### config.mk
export PLATFORM = sky130hd
export DESIGN_NAME = piso_tx
export DESIGN_NICKNAME = d
export VERILOG_FILES = /design/src/rtl/piso_tx.sv
export SDC_FILE = /design/constraint.sdc
export NUM_CORES = 1
export LEC_CHECK = 0
export CORE_AREA = 5 5 42 44
export DETAILED_ROUTE_END_ITERATION = 8
export DIE_AREA = 0 0 47 49
export GPL_TIMING_DRIVEN = 0
export PLACE_DENSITY = 0.86
export SLEW_MARGIN = 10
export SYNTH_ARGS = -nofsm -noshare
export SYNTH_HDL_FRONTEND = slang
export SYNTH_SLANG_ARGS = --single-unit
export TNS_END_PERCENT = 10
### constraint.sdc
create_clock -name clk -period 2.05 [get_ports clk]
set_input_delay 0.205 -clock clk [delete_from_list [all_inputs] [get_ports clk]]
set_output_delay 0.205 -clock clk [all_outputs]
set_load 0.01 [all_outputs]
### src/rtl/piso_tx.sv
// Parallel-in/serial-out transmitter with a valid/ready load port and a shift-enabled serial output.
// Define PISO_TX_PARITY_EN to append an even-parity bit to each frame.
module piso_tx #(
   parameter int unsigned WIDTH     = 8,
   parameter bit          MSB_FIRST = 1'b1
) (
   input  logic             clk,
   input  logic             reset,
   input  logic             load_valid,
   output logic             load_ready,
   input  logic [WIDTH-1:0] load_data,
   input  logic             shift,
   output logic             serial_out,
   output logic             serial_valid,
   output logic             last,
   output logic             busy
);

   localparam int unsigned CNT_W = (WIDTH > 1) ? $clog2(WIDTH) : 1;

`ifdef PISO_TX_PARITY_EN
   typedef enum logic [1:0] {S_IDLE = 2'd0, S_SHIFT = 2'd1, S_PARITY = 2'd2} state_t;
`else
   typedef enum logic [1:0] {S_IDLE = 2'd0, S_SHIFT = 2'd1} state_t;
`endif

   state_t             state_q, state_d;
   logic [WIDTH-1:0]   shreg_q, shreg_d;
   logic [CNT_W-1:0]   cnt_q, cnt_d;
   logic               head_bit;
`ifdef PISO_TX_PARITY_EN
   logic               par_q, par_d;
`endif

   // State register
   always_ff @(posedge clk or posedge reset) begin
      if (reset) begin
         state_q <= S_IDLE;
         shreg_q <= '0;
         cnt_q   <= '0;
`ifdef PISO_TX_PARITY_EN
         par_q   <= 1'b0;
`endif
      end else begin
         state_q <= state_d;
         shreg_q <= shreg_d;
         cnt_q   <= cnt_d;
`ifdef PISO_TX_PARITY_EN
         par_q   <= par_d;
`endif
      end
   end

   // Bit at the output end of the shift register
   always_comb begin
      head_bit = 1'b0;
      if (MSB_FIRST) head_bit = shreg_q[WIDTH-1];
      else           head_bit = shreg_q[0];
   end

   // Next-state logic and output decode
   always_comb begin
      state_d      = state_q;
      shreg_d      = shreg_q;
      cnt_d        = cnt_q;
`ifdef PISO_TX_PARITY_EN
      par_d        = par_q;
`endif
      load_ready   = 1'b0;
      serial_out   = 1'b0;
      serial_valid = 1'b0;
      last         = 1'b0;

      case (state_q)
         S_IDLE: begin
            load_ready = ~reset;
            if (load_valid) begin
               shreg_d = load_data;
               cnt_d   = CNT_W'(WIDTH - 1);
`ifdef PISO_TX_PARITY_EN
               par_d   = ^load_data;
`endif
               state_d = S_SHIFT;
            end
         end
         S_SHIFT: begin
            serial_valid = 1'b1;
            serial_out   = head_bit;
`ifndef PISO_TX_PARITY_EN
            last         = (cnt_q == '0);
`endif
            if (shift) begin
               // Shift toward the output end, zero-filling the vacated bit
               if (MSB_FIRST) shreg_d = {shreg_q[WIDTH-2:0], 1'b0};
               else           shreg_d = {1'b0, shreg_q[WIDTH-1:1]};
               if (cnt_q == '0) begin
`ifdef PISO_TX_PARITY_EN
                  state_d = S_PARITY;
`else
                  state_d = S_IDLE;
`endif
               end else begin
                  cnt_d = cnt_q - CNT_W'(1);
               end
            end
         end
`ifdef PISO_TX_PARITY_EN
         S_PARITY: begin
            serial_valid = 1'b1;
            serial_out   = par_q;
            last         = 1'b1;
            if (shift) state_d = S_IDLE;
         end
`endif
         default: state_d = S_IDLE;
      endcase

      busy = serial_valid;
   end

endmodule

run_1/closeup.png
Region (8, 0) to (38, 30) um. Cells in gray, sequential cells in the stronger gray; small squares are vias.
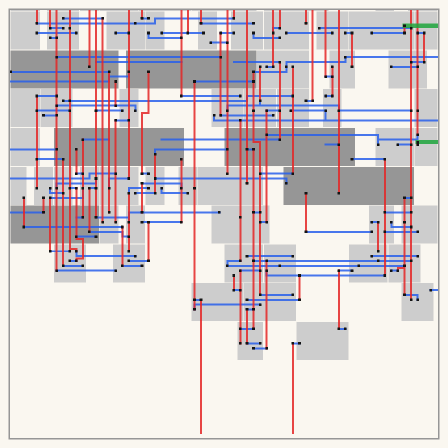
M1: drawn in blue. M3: drawn in green. M2: drawn in red.
Netlist names of flops here include `shreg_q` (6). 50 logic cells have their middle in the window. Sequential cells in the window: 6. Most frequent: nor2_1 (10), dfrtp_1 (6), clkdlybuf4s50_1 (5).

run_1/clock_wires.png
Drawn at 8 px/um.
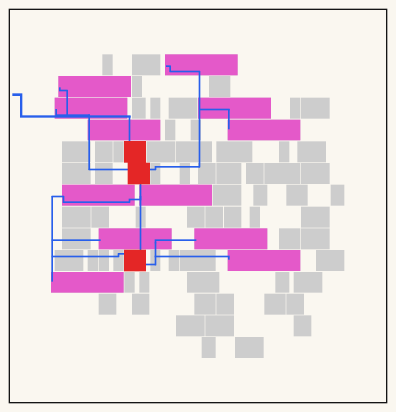
clock wires: drawn in blue, length 148 um. flip-flops: drawn in magenta, count 12. clock-net drivers: drawn in red, count 3.
There are 4 routed clock nets.
final clock skew: 0.00160 ns
clock share of power: 13.9%
clock network power: 139 uW

run_1/congestion_map.png
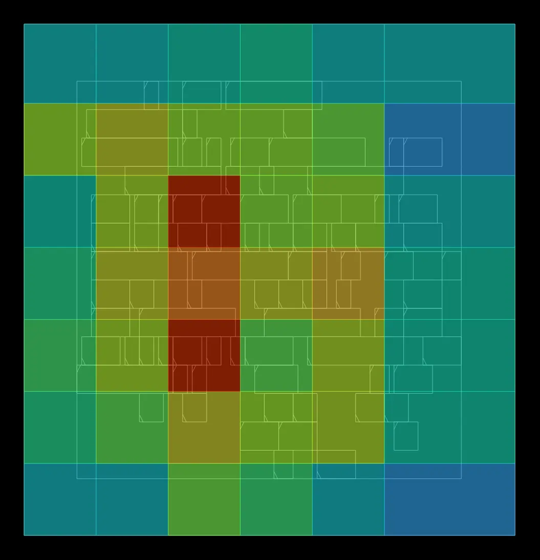
grt peak-use layer: met2
M1 GR Usage: 14.6%
Layout Utilization: 58.4%
M2 GR Usage: 20.4%

run_1/route_heat.png
Drawn at 8 px/um. 9 x 10 tiles, from white (low) to dark blue (high), scaled to the fullest tile. Values are wire area over tile area, all layers added.
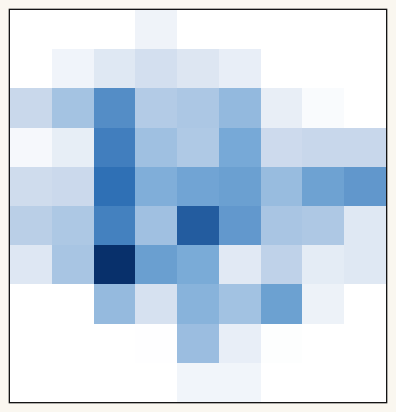
The emptiest ninth of the die: north-east. The fullest tile reaches 0.39. 16% of the tiles are over half the peak. 33% of the tiles are nearly empty. The densest ninth of the die: center. The mean over all tiles is 0.087.
Routed WL: 1260 um
GRT Overall Usage: 12.0%
Wirelength per Cell: 12.8 um
via count: 502

==> results.yml, run 1 <==
# synthesis and place-and-route metrics
outcome:
  status: "complete, no violations"
final_layout:
  diodes: 0
  flop-count: 12
  lay_top_cells: "nor2_1 (14), clkdlybuf4s50_1 (14), dfrtp_1 (12)"
  fill_cells: 138
  layout.nets: 98
  logic_gates: 45
  reg_top3: "shreg_q (8), cnt_q (3), state_q (1)"
  nonClkBufAreaFrac_pct: 21.1
sta:
  worst_pin_slew_ns: 0.445
  hold_viol_final: 0
  tns_ns: 0
  finalClockPeriodUsage_pct: 86.9
  slew-limit-headroom_pct: 70.3
  setup_viol: 0
  worst_slack_ns: 0.268
global_routing:
  met3_usage_pct: 2.21
  overflow: 0
critical_path:
  crit_buf_inv: 2
  cp_num_cells: 3
  r2r_setup_slack_ns: 0.81
  rr_worst_depth: 5
  worstPathCellList: "buf_4 > and2_1 > clkdlybuf4s50_1"
  start_kind: "flop"
  endpoint_kind: "output pin"
  required_ns: 1.85
  r2r-start: "cnt_q[0]$_DFFE_PP0P_"
pwr:
  cell_internal_pwr_uw: 648
  maxPowerGroup: "combinational logic"
  switchingPower_uw: 354
  pwr-share-seq_pct: 41.8
synth:
  mux_area_share_pct: 8.27
  aoi_share_pct: 13.9
  yosysWarnings: 0
  fa_ha_area_share_pct: 4.03
  edf_count: 0
clock_network:
  h-tree-depth: 1
  worstSkewPairLatency_ns: 0.26
  clk_pin_slew_ns: 0.07
floorplan:
  chipArea_um2: 2300
  fp_util_pct: 44.3
  tapCellCount: 16
placed_design:
  placedCellCount: 95
run_1/gates.png
Drawn at 12 px/um.
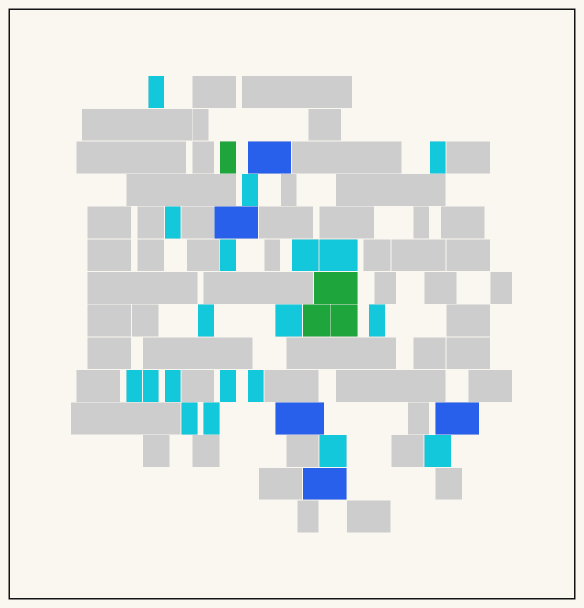

==> run 1 -> run 2 <==
--- a/config.mk
+++ b/config.mk
@@ -5,9 +5,9 @@
 export SDC_FILE = /design/constraint.sdc
 export NUM_CORES = 1
 export LEC_CHECK = 0
-export CORE_AREA = 5 5 42 44
+export CORE_AREA = 2 2 39 41
 export DETAILED_ROUTE_END_ITERATION = 8
-export DIE_AREA = 0 0 47 49
+export DIE_AREA = 0 0 41 43
 export GPL_TIMING_DRIVEN = 0
 export PLACE_DENSITY = 0.86
 export SLEW_MARGIN = 10
run_2/gates.png
Drawn at 12 px/um.
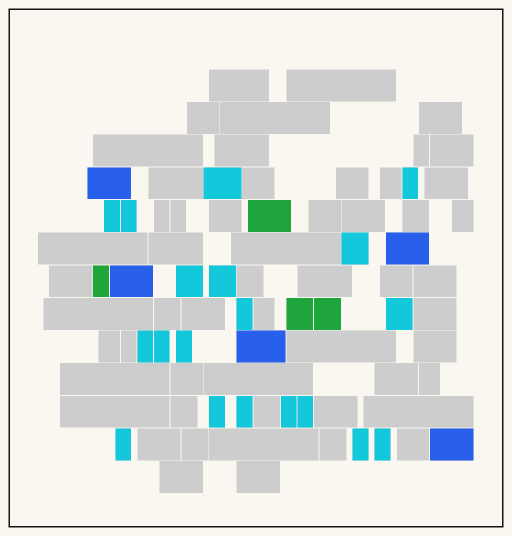
nand cells: drawn in green, cells 4, where center. nor cells: drawn in cyan, cells 19. mux cells: drawn in blue, cells 5.
Non-Filler Instances: 99
Comb/total area: 34.6%

run_2/congestion_map.png
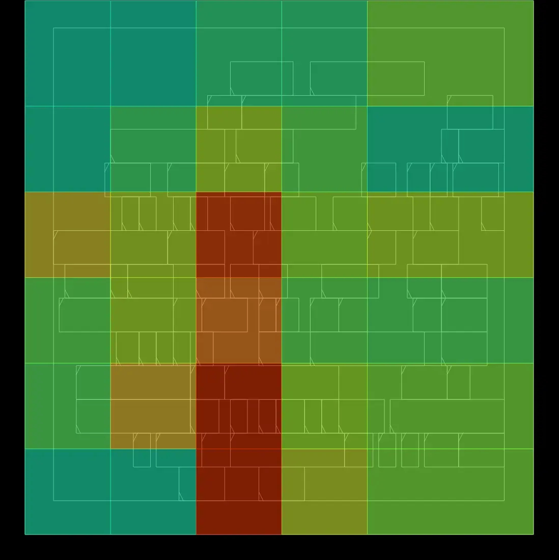
M2 GR Usage: 27.2%
M1 GR Usage: 19.8%
Wirelength per Cell: 12.2 um

==> run 2 against run 1 <==
Clock-buffer cell count rose by 1. Total power rose by 3.6%. Worst hold slack worse by 0.015 ns. Cell area up 1.7%. Sequential power is 1% lower. Combinational power decreased by 1%. Critical path depth did not move. Setup slack improved by 0.0053 ns. Via count down 0.60%. Clock skew is essentially flat. Final cell count rose by 1.0%. Critical path type unchanged. Critical endpoint unchanged.
==> results.yml, run 2 <==
# synthesis and place-and-route metrics
global_routing:
  gr-max-usage-layer: "met2"
  overflow: 0
  met3_usage_pct: 3.66
  track_usage_pct: 16.6
synth:
  fa_ha_area_share_pct: 4.03
  edf_count: 0
  yosysWarnings: 0
  aoi_share_pct: 13.9
  mux_area_share_pct: 8.27
  simple_gate_share_pct: 19.8
route:
  vias: 499
  wirelength_um: 1210
pwr:
  maxPowerGroup: "combinational logic"
  cell_internal_pwr_uw: 688
  pwr-share-seq_pct: 40.1
  switchingPower_uw: 349
critical_path:
  r2r_setup_slack_ns: 0.82
  crit_buf_inv: 2
  cp_num_cells: 3
  worstPathCellList: "buf_4 > and2_1 > clkdlybuf4s50_1"
  required_ns: 1.85
  start_kind: "flop"
  r2r-start: "cnt_q[0]$_DFFE_PP0P_"
final_layout:
  lay_top_cells: "nor2_1 (14), clkdlybuf4s50_1 (14), dfrtp_1 (12)"
  reg_top3: "shreg_q (8), cnt_q (3), state_q (1)"
  clockBufferCount: 4
  flop-count: 12
  diodes: 0
  layout.nets: 98
  nonClkBufAreaFrac_pct: 20.8
  logic_gates: 45
sta:
  worst_pin_slew_ns: 0.476
  hold_viol_final: 0
  tns_ns: 0
  worst_slack_ns: 0.274
  setup_viol: 0
  slew-limit-headroom_pct: 68.3
clock_network:
  h-tree-depth: 1
  worstSkewPairLatency_ns: 0.27
  clk_pin_slew_ns: 0.07
floorplan:
  tapCellCount: 16
  fp_util_pct: 44.8
  chipArea_um2: 1760
placed_design:
  placedCellCount: 95
outcome:
  status: "complete, no violations"
run_2/clock_wires.png
Drawn at 8 px/um.
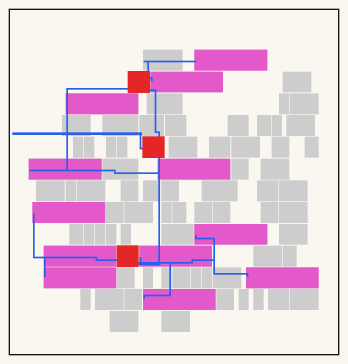
clock wires: drawn in blue, length 146 um. clock-net drivers: drawn in red, count 3. flip-flops: drawn in magenta, count 12.
There are 4 routed clock nets.
clock share of power: 17.7%
clock network power: 184 uW

Power is estimated from default activity; no workload was simulated.
